==> src/rtl/branch_predictor_pkg.sv <==
// ============================================================================
// Module   : bp_types (package)
// Brief    : Shared types for the branch predictor: counter type, counter
//            state encodings and the BTB entry layout.
// Revision : 1.0
// ============================================================================
`default_nettype none

package bp_types;

    typedef logic [1:0] ctr_t;

    localparam ctr_t SNT = 2'b00;
    localparam ctr_t WNT = 2'b01;
    localparam ctr_t WT  = 2'b10;
    localparam ctr_t ST  = 2'b11;

    // Tag field is sized for the narrowest legal index placement (index
    // starting at bit 2); unused upper tag bits stay zero.
    localparam int c_TAG_W = 30;

    typedef struct packed {
        logic               valid;
        logic               uncond;
        logic [c_TAG_W-1:0] tag;
        logic [31:2]        target;
    } btb_entry_t;

endpackage

`default_nettype wire

==> src/rtl/branch_predictor_sat_ctr.sv <==
// ============================================================================
// Module   : bp_sat_ctr
// Brief    : Two-bit saturating increment/decrement, used for each counter
//            table write.
// Revision : 1.0
// ============================================================================
`default_nettype none

module bp_sat_ctr
    import bp_types::*;
(
    input  ctr_t ctr_in,
    input  logic inc,
    output ctr_t ctr_out
);

    always_comb begin
        ctr_out = ctr_in;
        if (inc) begin
            if (ctr_in != ST) ctr_out = ctr_in + 2'd1;
        end else begin
            if (ctr_in != SNT) ctr_out = ctr_in - 2'd1;
        end
    end

endmodule

`default_nettype wire

==> src/rtl/branch_predictor.sv <==
// ============================================================================
// Module   : branch_predictor
// Brief    : Fetch-stage predictor: direct-mapped tagged BTB plus 2-bit
//            direction counters, bimodal or gshare indexed, with perf counters.
// Revision : 1.0
// ============================================================================
`default_nettype none

module branch_predictor
    import bp_types::*;
#(
    parameter int   IDX_BITS  = 6,
    parameter int   IDX_START = 2,
    parameter int   GHR_BITS  = 0,
    parameter ctr_t CTR_INIT  = 2'b01,
    localparam int  c_GHR_W   = (GHR_BITS > 0) ? GHR_BITS : 1
) (
    input  logic               clk,
    input  logic               rst,
    input  logic               stall,
    input  logic [31:0]        pc_if,
    output logic               pred_hit,
    output logic               pred_taken,
    output logic [31:0]        pred_target,
    output logic [c_GHR_W-1:0] pred_ghr,
    input  logic               upd_valid,
    input  logic               upd_uncond,
    input  logic [31:0]        upd_pc,
    input  logic [c_GHR_W-1:0] upd_ghr,
    input  logic               upd_taken,
    input  logic [31:0]        upd_target,
    input  logic               upd_mispredict,
    output logic [31:0]        n_branches,
    output logic [31:0]        n_mispredicts
);

    localparam int c_ENTRIES = 1 << IDX_BITS;
    localparam int c_TAG_LSB = IDX_START + IDX_BITS;

    function automatic logic [c_TAG_W-1:0] tag_of(input logic [31:0] pc);
        return c_TAG_W'(pc >> c_TAG_LSB);
    endfunction

    btb_entry_t          r_btb [c_ENTRIES];
    ctr_t                r_ctr [c_ENTRIES];
    logic [c_GHR_W-1:0]  r_ghr;
    logic [31:0]         r_n_br;
    logic [31:0]         r_n_mis;

    logic [IDX_BITS-1:0] w_bi, w_ci, w_ubi, w_uci;
    logic [IDX_BITS-1:0] w_hist_if, w_hist_upd;
    logic [c_GHR_W-1:0]  w_ghr_next;
    logic                w_upd_en;
    ctr_t                w_ctr_next;
    btb_entry_t          w_entry;
    logic                w_unused_bits;

    assign w_bi  = pc_if[IDX_START +: IDX_BITS];
    assign w_ubi = upd_pc[IDX_START +: IDX_BITS];

    generate
        if (GHR_BITS > 0) begin : g_gshare
            assign w_hist_if  = IDX_BITS'(r_ghr);
            assign w_hist_upd = IDX_BITS'(upd_ghr);
        end else begin : g_bimodal
            assign w_hist_if  = '0;
            assign w_hist_upd = '0;
        end

        if (GHR_BITS > 1) begin : g_hist_shift
            assign w_ghr_next = {r_ghr[c_GHR_W-2:0], upd_taken};
        end else if (GHR_BITS == 1) begin : g_hist_one
            assign w_ghr_next = upd_taken;
        end else begin : g_hist_none
            assign w_ghr_next = '0;
        end
    endgenerate

    assign w_ci  = w_bi ^ w_hist_if;
    // Training index follows the history the instruction was predicted with.
    assign w_uci = w_ubi ^ w_hist_upd;

    assign w_upd_en = upd_valid & ~stall;

    bp_sat_ctr u_sat_ctr (
        .ctr_in  (r_ctr[w_uci]),
        .inc     (upd_taken),
        .ctr_out (w_ctr_next)
    );

    always_ff @(posedge clk) begin
        if (!rst) begin
            for (int i = 0; i < c_ENTRIES; i++) begin
                r_btb[i].valid <= 1'b0;
                r_ctr[i]       <= CTR_INIT;
            end
            r_ghr   <= '0;
            r_n_br  <= '0;
            r_n_mis <= '0;
        end else if (w_upd_en) begin
            if (upd_taken) begin
                r_btb[w_ubi] <= '{valid:  1'b1,
                                  uncond: upd_uncond,
                                  tag:    tag_of(upd_pc),
                                  target: upd_target[31:2]};
            end
            if (!upd_uncond) begin
                r_ctr[w_uci] <= w_ctr_next;
                r_ghr        <= w_ghr_next;
            end
            r_n_br  <= r_n_br + 32'd1;
            r_n_mis <= r_n_mis + 32'(upd_mispredict);
        end
    end

    // Reads come straight from the arrays, so a same-cycle update is not visible.
    assign w_entry       = r_btb[w_bi];
    assign pred_hit      = w_entry.valid && (w_entry.tag == tag_of(pc_if));
    assign pred_taken    = pred_hit && (w_entry.uncond || r_ctr[w_ci][1]);
    assign pred_target   = {w_entry.target, 2'b00};
    assign pred_ghr      = r_ghr;
    assign n_branches    = r_n_br;
    assign n_mispredicts = r_n_mis;

    assign w_unused_bits = ^{pc_if[1:0], upd_pc[1:0], upd_target[1:0], upd_ghr};

endmodule

`default_nettype wire

==> config.mk <==
export PLATFORM = sky130hd
export DESIGN_NAME = branch_predictor
export DESIGN_NICKNAME = d
export VERILOG_FILES = /design/src/rtl/branch_predictor_pkg.sv /design/src/rtl/branch_predictor_sat_ctr.sv /design/src/rtl/branch_predictor.sv
export SDC_FILE = /design/constraint.sdc
export NUM_CORES = 2
export LEC_CHECK = 0
export ABC_CLOCK_PERIOD_IN_PS = 5200
export CORE_ASPECT_RATIO = 0.8
export CORE_MARGIN = 4
export CORE_UTILIZATION = 56
export CTS_CLUSTER_DIAMETER = 100
export CTS_CLUSTER_SIZE = 10
export DETAILED_ROUTE_END_ITERATION = 16
export PLACE_DENSITY = 0.72
export SYNTH_ARGS = -nofsm -noshare
export SYNTH_HDL_FRONTEND = slang
export SYNTH_SLANG_ARGS = --single-unit
==> constraint.sdc <==
create_clock -name clk -period 5.2 [get_ports clk]
set_input_delay 1.04 -clock clk [delete_from_list [all_inputs] [get_ports clk]]
set_output_delay 1.04 -clock clk [all_outputs]
set_load 0.01 [all_outputs]
### Clock nets

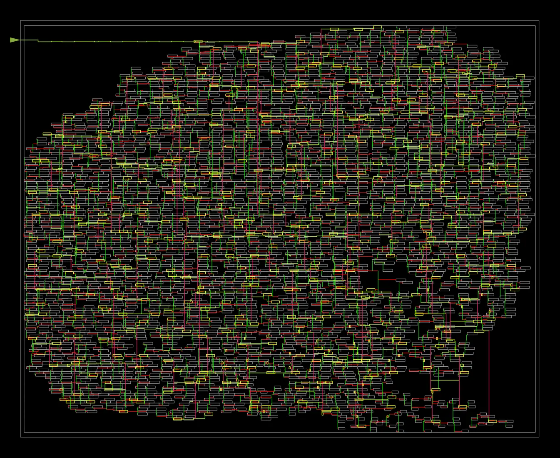
CTS sink cnt: 3,776
Worst-Skew Late Latency: 0.92 ns
flop count: 3,776
P_clk: 25,700 µW
CTS Buf Count: 420

### Placed cells, one colour a class

Fill, decap, tap and diode cells in grey.
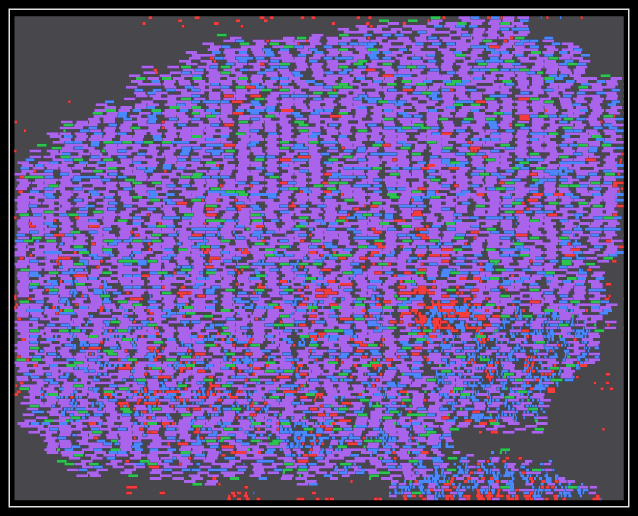
Green marks clock drivers and dummy loads, cells 491. Purple marks sequential cells, cells 3,776. Blue marks combinational and other logic, cells 2,570. Red marks remaining buffers and delay cells, cells 797.
flop share of the area: 65.9%
finished layout cell area: 170,000 µm²
post-layout util: 65.5%
Core ar.: 260,000 µm²

### Wiring by layer

Bar = 200 µm. Two of the layers only.
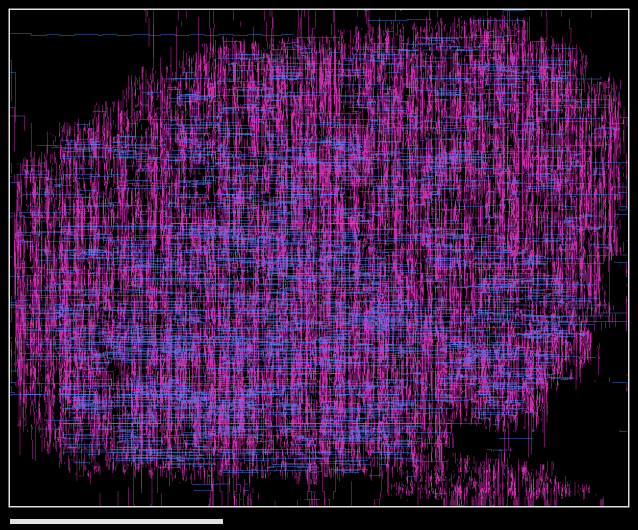
Magenta marks metal 2, wire length 203 mm. Blue marks metal 3, wire length 64.7 mm.
routed via count: 79,600
Routed WL: 445 mm

### Routed clock nets over the placement

Bar = 200 µm.
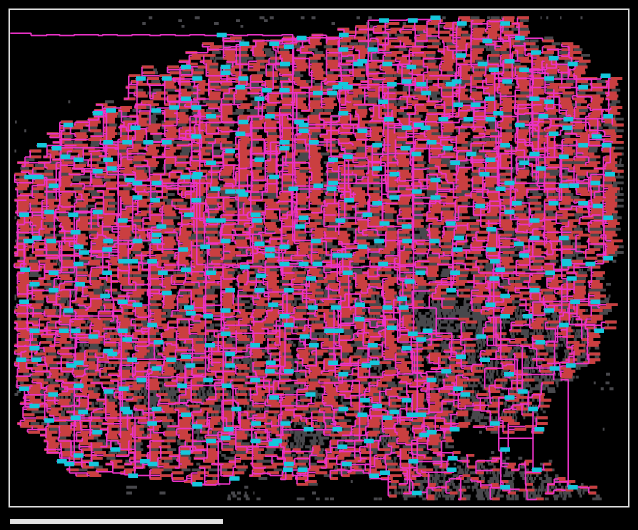
Red marks flip-flops, count 3,776. Cyan marks clock drivers, count 420. Magenta marks clock wires, length 43.0 mm.
Position of the flops: spread over the die. There are 421 routed clock nets.

layout make-up:
| type | instances | area, µm² |
|---|---|---|
| timing repair buffer | 797 | 9460 |
| sequential | 3776 | 112000 |
| multi-input combinational | 2558 | 33000 |
| clock inverter | 19 | 278 |
| clock buffer | 472 | 10800 |
| fill | 16100 | 89600 |
| inverter | 12 | 60.1 |
| antenna | 9 | 22.5 |
| tap | 3464 | 4330 |
cells by family (layout without fill, tap and decap cells):
family / Yosys count / after routing / share of synthesized area (%)
AOI/OAI and AO/OA: 493 / 493 / 2.29
muxes: 1215 / 1215 / 16.7
other: 1 / 12 / 0.00256
DFF: 3776 / 3776 / 76.5
xor gates and xnor gates: 75 / 75 / 0.448
buffers and inverters: 413 / 1300 / 1.54
and+or+nand+nor: 767 / 767 / 2.52
adders and majority gates: 5 / 5 / 0.0393
power by group through the flow:
| stage | Clock, µW | Sequential, µW | Combinational, µW |
|---|---|---|---|
| 2_1_floorplan | 0 | 34000 | 1780 |
| 3_3_place_gp | 0 | 34100 | 3090 |
| 3_5_place_dp | 0 | 34100 | 3150 |
| 4_1_cts | 25800 | 33400 | 3370 |
| 5_1_grt | 27200 | 33400 | 3640 |
| 6_report | 25700 | 33400 | 3500 |
metrics by stage:
stage,total power [µW],setup TNS [ns],hold WS (ns),setup WS (ns)
after floorplan,35800,0,0.425,0.0269
after global placement,37100,-16.68,0.431,-1.75
after detailed placement,37200,-16.76,0.438,-1.74
after CTS,62600,-1.37,0.450,-0.231
after global routing,64300,-0.831,0.462,-0.374
final,62700,-0.763,0.452,-0.403
timing repair:
action	in CTS	in global routing
gates cloned	28	10
pin swaps	18	15
endpoints found under the setup margin	32	17
setup buffers	32	24
gates resized	171	67
==> GITHUB_STEP_SUMMARY <==
### Yosys + OpenROAD results

| Metric | Value |
|---|---|
| Slowest CP cell | `or4_4` |
| Largest regs | `r_btb x3584, r_ctr x128` |
| Critical Path Most Common Cell | `buf_16` |
| Hold Buf Count CTS | `0` |
| Die X | `580 µm` |
| Pwr dens | `368 nW/µm²` |
| Post-Synthesis Cell Area | `147,000 µm²` |
| Post-DP HPWL | `223 mm` |
| Crit path buffers/inverters | `5` |
| Port buffer count | `192` |
| Tool warnings | `41` |
| Net switching power figure | `13,300 µW` |
| Worst hold path cell count | `1` |
| Clock Path Buffers | `4` |
| DR top layer | `met5` |
| Global-route wire length before repair | `614 mm` |
| Layout area overhead | `16.1%` |
| Sequential Power Share | `53.4%` |
| H-tree depth | `5` |
| Worst R2R End | `r_ctr[33][0]$_SDFFCE_PN1P_` |
| Yosys cell count | `6,745` |
| Root Driver | `clkbuf_16` |
| Fmax | `178 MHz` |
| Dpl cell area | `156,000 µm²` |
| R2R setup slack | `2.00 ns` |
| Max Cap Viol | `0` |
| Most used flip-flop cell | `edfxtp_1` |
| Wire length per cell | `40.1 µm` |
| WP depth | `14` |
| FFs w/ async S/R, synth | `0%` |
| Syn avg cell area | `21.7 µm²` |
| Post-synth top cells | `edfxtp_1, mux4_2, mux2i_1` |
| Count of library flops with an enable pin | `3,648` |
| Yosys synthesis warning count | `0` |
| DRC violations left | `0` |
| Initial drt markers | `14,400` |
| Worst Skew | `0.0291 ns` |
| Gate Count Post-Synth | `6,745` |
| Final hold viol count | `0` |
| Max stage delay on crit path | `0.61 ns` |
| Max reg flops | `3,584` |
| Fin worst setup slack | `-0.403 ns` |
| Vias in the first global route | `77,400` |
| Met2 Wirelength | `203 mm` |
| Clk pwr share | `41.1%` |
| Seq cells post-synth | `3,776` |
| Final Cycle Share | `108%` |
| I/O Pins | `203` |
| Clock-pin slew on the worst setup and hold paths | `0.06 ns` |
| All-Layer GR Usage | `32.5%` |
| Die area | `270,000 µm²` |
| WHS Endpoint | `r_btb[34][55]$_SDFF_PP1_` |
| CP delay by family, top | `simple AND/OR/NAND/NOR gates` |
| Worst Setup SP | `pc_if[2]` |
| Min Tclk post-route | `5.60 ns` |
| Top-area cell share | `74.8%` |
| Crit Path Class | `input pin to output pin` |
| Final setup vio count | `4` |
| Wire length on met3 | `64.7 mm` |
| Met2 GRT Util | `48.8%` |
| Crit path required time | `4.16 ns` |
| Gpl congestion | `0.899` |
| Internal | `49,400 µW` |
| Layout cells sized above 1 | `29.5%` |
| Tightest Pin Transition | `1.23 ns` |
| CTS tree | `built` |
| Status | `finished with violations` |
| Worst-case reg-to-reg path depth | `10` |
| Register share after synthesis | `76.5%` |
| Crit path cell chain | `buf_16, buf_12, buf_16, nor2b_1, buf_4, a22oi_1, nand2_1, mux4_2, xnor2_1, a22oi_2, nand3_2, or4_4, nor3_4, buf_2` |
| Crit path capture | `pred_taken` |
| Post-synth top area cell | `edfxtp_1` |
| Violated checks | `negative setup slack` |
| Placed insts | `10,500` |
Power is estimated from default activity; no workload was simulated.
